## config.mk

```make
export PLATFORM = sky130hd
export DESIGN_NAME = lsu
export DESIGN_NICKNAME = d
export VERILOG_FILES = /design/src/rtl/riscv_pkg.sv /design/src/rtl/lsu_data_align.sv /design/src/rtl/lsu.sv
export SDC_FILE = /design/constraint.sdc
export NUM_CORES = 1
export LEC_CHECK = 0
export CAP_MARGIN = 10
export CORE_ASPECT_RATIO = 0.7
export CORE_UTILIZATION = 35
export DETAILED_ROUTE_END_ITERATION = 10
export PLACE_DENSITY = 0.6
export SLEW_MARGIN = 15
export SYNTH_ARGS = -nofsm -noshare
export SYNTH_HDL_FRONTEND = slang
export SYNTH_SLANG_ARGS = --single-unit
```

## constraint.sdc

```tcl
create_clock -name clk -period 3.3 [get_ports clk]
set_input_delay 0.33 -clock clk [delete_from_list [all_inputs] [get_ports clk]]
set_output_delay 0.33 -clock clk [all_outputs]
set_load 0.01 [all_outputs]
```

## src/rtl/riscv_pkg.sv

```systemverilog
// Shared RV32I load/store definitions: funct3 codes, LSU state and fault causes.
package riscv_pkg;

    localparam logic [2:0] FUNCT3_LB  = 3'b000;
    localparam logic [2:0] FUNCT3_LH  = 3'b001;
    localparam logic [2:0] FUNCT3_LW  = 3'b010;
    localparam logic [2:0] FUNCT3_LBU = 3'b100;
    localparam logic [2:0] FUNCT3_LHU = 3'b101;
    localparam logic [2:0] FUNCT3_SB  = 3'b000;
    localparam logic [2:0] FUNCT3_SH  = 3'b001;
    localparam logic [2:0] FUNCT3_SW  = 3'b010;

    typedef enum logic [1:0] {
        LSU_IDLE,
        LSU_REQ,
        LSU_WAIT,
        LSU_DONE
    } lsu_state_t;

    typedef enum logic [1:0] {
        EXC_NONE     = 2'd0,
        EXC_MISALIGN = 2'd1,
        EXC_TIMEOUT  = 2'd2,
        EXC_ILLEGAL  = 2'd3
    } lsu_exc_t;

    // Control fields of the accepted op, held for the whole access.
    typedef struct packed {
        logic       we;
        logic [2:0] funct3;
        logic [4:0] rd;
    } lsu_op_t;

    // Stores only exist as B/H/W; loads add the unsigned B/H forms.
    function automatic logic funct3_legal(input logic we, input logic [2:0] f3);
        logic ok;
        if (we) ok = (f3 == FUNCT3_SB) || (f3 == FUNCT3_SH) || (f3 == FUNCT3_SW);
        else    ok = (f3 == FUNCT3_LB) || (f3 == FUNCT3_LH) || (f3 == FUNCT3_LW) ||
                     (f3 == FUNCT3_LBU) || (f3 == FUNCT3_LHU);
        return ok;
    endfunction

    // Halves need an even offset, words a zero offset; bytes never fault.
    function automatic logic addr_misaligned(input logic [2:0] f3, input logic [1:0] off);
        logic mis;
        case (f3[1:0])
            2'b01:   mis = off[0];
            2'b10:   mis = |off;
            default: mis = 1'b0;
        endcase
        return mis;
    endfunction

endpackage

```

## src/rtl/lsu_data_align.sv

```systemverilog
// Lane steering: byte enables and replicated store data on the way out,
// lane extraction plus sign/zero extension on the way back.
module lsu_data_align
    import riscv_pkg::*;
#(
    parameter int XLEN = 32
) (
    input  logic [2:0]      funct3,
    input  logic [1:0]      offset,
    input  logic [XLEN-1:0] wdata,
    input  logic [XLEN-1:0] rdata,
    output logic [3:0]      be,
    output logic [XLEN-1:0] wdata_rep,
    output logic [XLEN-1:0] ld_data
);

    logic [7:0]  ld_byte;
    logic [15:0] ld_half;

    // Select the addressed byte and half-word lanes of the returned word
    always_comb begin
        ld_byte = rdata[{offset, 3'b000} +: 8];
        ld_half = offset[1] ? rdata[31:16] : rdata[15:0];
    end

    // Size from funct3[1:0], signedness from funct3[2]
    always_comb begin
        be        = 4'b0000;
        wdata_rep = '0;
        ld_data   = '0;
        case (funct3[1:0])
            2'b00: begin
                be        = 4'b0001 << offset;
                wdata_rep = {(XLEN/8){wdata[7:0]}};
                ld_data   = funct3[2] ? XLEN'(ld_byte) : {{(XLEN-8){ld_byte[7]}}, ld_byte};
            end
            2'b01: begin
                be        = 4'b0011 << offset;
                wdata_rep = {(XLEN/16){wdata[15:0]}};
                ld_data   = funct3[2] ? XLEN'(ld_half) : {{(XLEN-16){ld_half[15]}}, ld_half};
            end
            default: begin
                be        = 4'b1111;
                wdata_rep = wdata;
                ld_data   = rdata;
            end
        endcase
    end

endmodule

```

## src/rtl/lsu.sv

```systemverilog
// Non-pipelined load/store unit: one bus transaction in flight, registered
// outputs, fault reporting for illegal, misaligned and timed-out accesses.
module lsu
    import riscv_pkg::*;
#(
    parameter int XLEN           = 32,
    parameter int TIMEOUT_CYCLES = 64
) (
    input  logic            clk,
    input  logic            rst_n,
    input  logic            req_valid,
    output logic            req_ready,
    input  logic            req_we,
    input  logic [2:0]      req_funct3,
    input  logic [XLEN-1:0] req_addr,
    input  logic [XLEN-1:0] req_wdata,
    input  logic [4:0]      req_rd,
    output logic            mem_req,
    output logic            mem_we,
    output logic [3:0]      mem_be,
    output logic [XLEN-1:0] mem_addr,
    output logic [XLEN-1:0] mem_wdata,
    input  logic            mem_gnt,
    input  logic            mem_rvalid,
    input  logic [XLEN-1:0] mem_rdata,
    output logic            wb_valid,
    output logic            wb_we,
    output logic [4:0]      wb_rd,
    output logic [XLEN-1:0] wb_data,
    output logic [1:0]      wb_exc
);

    localparam int              CNT_W    = $clog2(TIMEOUT_CYCLES);
    localparam logic [CNT_W-1:0] CNT_LAST = CNT_W'(TIMEOUT_CYCLES - 1);

    lsu_state_t      state_q, state_d;
    lsu_op_t         op_q, op_d;
    logic [XLEN-1:0] addr_q, addr_d;
    logic [XLEN-1:0] wdata_q, wdata_d;
    logic [CNT_W-1:0] cnt_q, cnt_d;
    lsu_exc_t        exc_d;
    logic            timed_out;

    logic            req_ready_q, req_ready_d;
    logic            mem_req_q, mem_req_d;
    logic            mem_we_q, mem_we_d;
    logic [3:0]      mem_be_q, mem_be_d;
    logic [XLEN-1:0] mem_addr_q, mem_addr_d;
    logic [XLEN-1:0] mem_wdata_q, mem_wdata_d;
    logic            wb_valid_q, wb_valid_d;
    logic            wb_we_q, wb_we_d;
    logic [4:0]      wb_rd_q, wb_rd_d;
    logic [XLEN-1:0] wb_data_q, wb_data_d;
    lsu_exc_t        wb_exc_q, wb_exc_d;

    logic [3:0]      al_be;
    logic [XLEN-1:0] al_wdata;
    logic [XLEN-1:0] al_ld;

    // Fed from the next-cycle op so bus outputs are ready on the accept edge
    lsu_data_align #(.XLEN(XLEN)) u_align (
        .funct3    (op_d.funct3),
        .offset    (addr_d[1:0]),
        .wdata     (wdata_d),
        .rdata     (mem_rdata),
        .be        (al_be),
        .wdata_rep (al_wdata),
        .ld_data   (al_ld)
    );

    assign timed_out = (cnt_q == CNT_LAST);

    // Next state, op latches, timeout counter and fault cause
    always_comb begin
        state_d = state_q;
        op_d    = op_q;
        addr_d  = addr_q;
        wdata_d = wdata_q;
        cnt_d   = cnt_q;
        exc_d   = EXC_NONE;
        case (state_q)
            LSU_IDLE: begin
                if (req_valid) begin
                    op_d    = '{we: req_we, funct3: req_funct3, rd: req_rd};
                    addr_d  = req_addr;
                    wdata_d = req_wdata;
                    if (!funct3_legal(req_we, req_funct3)) begin
                        state_d = LSU_DONE;
                        exc_d   = EXC_ILLEGAL;
                    end else if (addr_misaligned(req_funct3, req_addr[1:0])) begin
                        state_d = LSU_DONE;
                        exc_d   = EXC_MISALIGN;
                    end else begin
                        state_d = LSU_REQ;
                        cnt_d   = '0;
                    end
                end
            end
            LSU_REQ: begin
                cnt_d = cnt_q + CNT_W'(1);
                // A granted store is complete; a granted load still needs data,
                // so on the last allowed cycle only a store escapes the timeout.
                if (mem_gnt && op_q.we) begin
                    state_d = LSU_DONE;
                end else if (timed_out) begin
                    state_d = LSU_DONE;
                    exc_d   = EXC_TIMEOUT;
                end else if (mem_gnt) begin
                    state_d = LSU_WAIT;
                end
            end
            LSU_WAIT: begin
                cnt_d = cnt_q + CNT_W'(1);
                if (mem_rvalid) begin
                    state_d = LSU_DONE;
                end else if (timed_out) begin
                    state_d = LSU_DONE;
                    exc_d   = EXC_TIMEOUT;
                end
            end
            default: begin
                state_d = LSU_IDLE;
            end
        endcase
    end

    // Registered bus and writeback outputs derived from the next state
    always_comb begin
        req_ready_d = (state_d == LSU_IDLE);
        mem_req_d   = (state_d == LSU_REQ);
        mem_we_d    = mem_req_d & op_d.we;
        mem_be_d    = mem_req_d ? al_be : 4'b0000;
        mem_addr_d  = mem_req_d ? {addr_d[XLEN-1:2], 2'b00} : '0;
        mem_wdata_d = mem_we_d ? al_wdata : '0;
        wb_valid_d  = (state_d == LSU_DONE);
        wb_exc_d    = wb_valid_d ? exc_d : EXC_NONE;
        wb_we_d     = wb_valid_d & ~op_d.we & (exc_d == EXC_NONE);
        wb_rd_d     = wb_valid_d ? op_d.rd : 5'd0;
        wb_data_d   = wb_we_d ? al_ld : '0;
    end

    // State and output registers; reset abandons any access in flight
    always_ff @(posedge clk or negedge rst_n) begin
        if (!rst_n) begin
            state_q     <= LSU_IDLE;
            op_q        <= '0;
            addr_q      <= '0;
            wdata_q     <= '0;
            cnt_q       <= '0;
            req_ready_q <= 1'b1;
            mem_req_q   <= 1'b0;
            mem_we_q    <= 1'b0;
            mem_be_q    <= 4'b0000;
            mem_addr_q  <= '0;
            mem_wdata_q <= '0;
            wb_valid_q  <= 1'b0;
            wb_we_q     <= 1'b0;
            wb_rd_q     <= 5'd0;
            wb_data_q   <= '0;
            wb_exc_q    <= EXC_NONE;
        end else begin
            state_q     <= state_d;
            op_q        <= op_d;
            addr_q      <= addr_d;
            wdata_q     <= wdata_d;
            cnt_q       <= cnt_d;
            req_ready_q <= req_ready_d;
            mem_req_q   <= mem_req_d;
            mem_we_q    <= mem_we_d;
            mem_be_q    <= mem_be_d;
            mem_addr_q  <= mem_addr_d;
            mem_wdata_q <= mem_wdata_d;
            wb_valid_q  <= wb_valid_d;
            wb_we_q     <= wb_we_d;
            wb_rd_q     <= wb_rd_d;
            wb_data_q   <= wb_data_d;
            wb_exc_q    <= wb_exc_d;
        end
    end

    assign req_ready = req_ready_q;
    assign mem_req   = mem_req_q;
    assign mem_we    = mem_we_q;
    assign mem_be    = mem_be_q;
    assign mem_addr  = mem_addr_q;
    assign mem_wdata = mem_wdata_q;
    assign wb_valid  = wb_valid_q;
    assign wb_we     = wb_we_q;
    assign wb_rd     = wb_rd_q;
    assign wb_data   = wb_data_q;
    assign wb_exc    = wb_exc_q;

endmodule
```

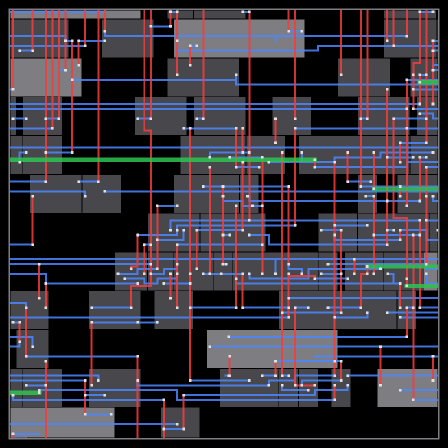
(images/zoom.png)
Region (75, 74) to (105, 104) um. Cells in grey, sequential cells in the stronger grey; small squares are vias.
met1: shown in blue. met3: shown in green. met2: shown in red.
Netlist names of flops here include `op_q` (2), `wb_data` (2). Sequential cells in the window: 4. Most frequent: clkdlybuf4s50_1 (8), buf_4 (8), dfrtp_1 (4). 52 logic cells have their middle in the window.

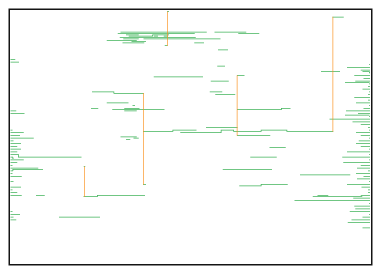
(images/metal_stack.png)
Drawn at 2 px/um. Only two layers are drawn.
met3: shown in green, wire length 1,280 um. met4: shown in orange, wire length 165 um.

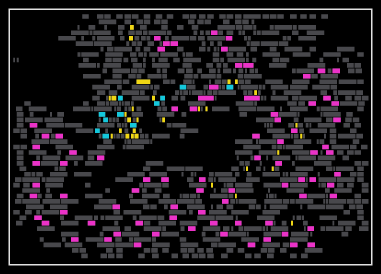
(images/gate_families.png)
Drawn at 2 px/um.
NAND gates: shown in yellow, cells 30. multiplexers: shown in magenta, cells 81, where all over the die. AND-OR and OR-AND gates: shown in cyan, cells 11.

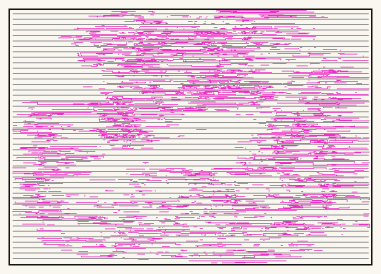
(images/met1.png)
Drawn at 2 px/um. Supply wires on this layer in grey.
The layer holds 52% of the routed length. The layer carries 10,400 um of wire. 849 nets have wire on it. The longest straight run is 60.7 um. The wires run mostly horizontal.

==> GITHUB_STEP_SUMMARY <==
### Metrics collected by this job

| Metric | Value |
|---|---|
| Dpl ws | 466 ps |
| Cells resized by post-CTS repair | 0 |
| Crit Path Class | register to register |
| Synth area leader | dfrtp_1 |
| Outcome | finished, final reports clean |
| Drt first pass iters | 4 |
| DRT antenna net count | 0 |
| Layout Nets | 966 |
| GRT overflow | 0 |
| Synth top cell by count | dfrtp_1 |
| Slowest cell on crit path | a21oi_1 |
| Max-Cap Viols | 0 |
| CTS buffer count | 17 |
| Finished layout cell area | 11,000 um2 |
| Post-layout util | 50.3% |
| Largest net degree at the start of global routing | 89 |
| Crit path from | state_q[0]$_DFF_PN0_ |
| Post-synthesis cell count | 621 |
| DR iter-0 viols | 417 |
| Worst reg2reg setup slack | 660 ps |
| H-tree depth | 4 |
| DRC | 0 |
| Setup Skew | 12.6 ps |
| Root buffer cell | clkbuf_16 |
| Clock Latency Late Sink | 430 ps |
| YS chip area | 7810 um2 |
| Beginning of the worst hold path | mem_rdata[2] |
| Synth Seq Share | 61.2% |
| Top cells by count | dfrtp_1 (190), mux2_2 (54), nor2_1 (44) |
| CTS tree | built |
| Tot GR Track Use | 18.0% |
| Initial antenna violation count | 0 |
| Post-synth EDFFs | 0 |
| Vias in the first global route | 5,527 |
| CP Capture Type | register |
[cell type report]
type	instances	area, um2
fill	1919	10800
sequential	191	4780
multi-input combinational	363	2740
timing repair buffer	241	2390
clock buffer	18	439
tap	282	353
inverter	34	130
clock inverter	13	128
[per-layer routing]
layer / part of all wire, % / vias up / GRT usage (%)
met4: 0.81 / 0 / 4.37
met5: 0 / - / 0
met3: 6.3 / 13 / 5.13
met1: 52 / 2739 / 27.9
met2: 41 / 195 / 24.4
li1: - / 2622 / -
[power breakdown]
group          total [mW]  switching, mW  internal (mW)
clock network        1.99          0.970           1.02
registers            3.61          0.319           3.29
logic                4.60           2.45           2.15
[through the flow]
step / power [mW] / std cells / hold WS [ps]
2_1_floorplan: 6.29 / 622 / 34.4
3_3_place_gp: 8.26 / 1110 / 450
3_5_place_dp: 8.28 / 1110 / 447
4_1_cts: 10.3 / 1142 / 452
5_1_grt: 10.9 / 1142 / 488
6_report: 10.2 / 1142 / 476
[worst reg2reg max path: stages, from the launching register on]
cell and delay, ps:
dfrtp_1 430, inv_1 120, ha_1 290, nand2_8 210, nor3b_1 400, a31oi_4 140
a21oi_1 550, o22ai_1 170, a211oi_1 250
[flip-flops by register name, summed over array words and instances, names as in the netlist, 2 cells and up]
name and count:
mem_wdata 32, op_q 9, addr_q 32, mem_addr 30, wb_data 32, state_q 2, wb_exc 2, wb_rd 5
mem_be 4, cnt_q 6, wdata_q 32
[cell families (layout without fill, tap and decap cells)]
family | after synthesis | in the layout | share of synthesized area [%]
DFF | 191 | 191 | 61.2
and+or+nand+nor | 146 | 146 | 10.9
AOI/OAI and AO/OA | 126 | 126 | 10.9
muxes | 81 | 81 | 11.7
buffers and inverters | 68 | 306 | 3.96
adders and majority gates | 8 | 8 | 1.28
other | 1 | 2 | 0.0480
Power and IR drop assume default switching activity.
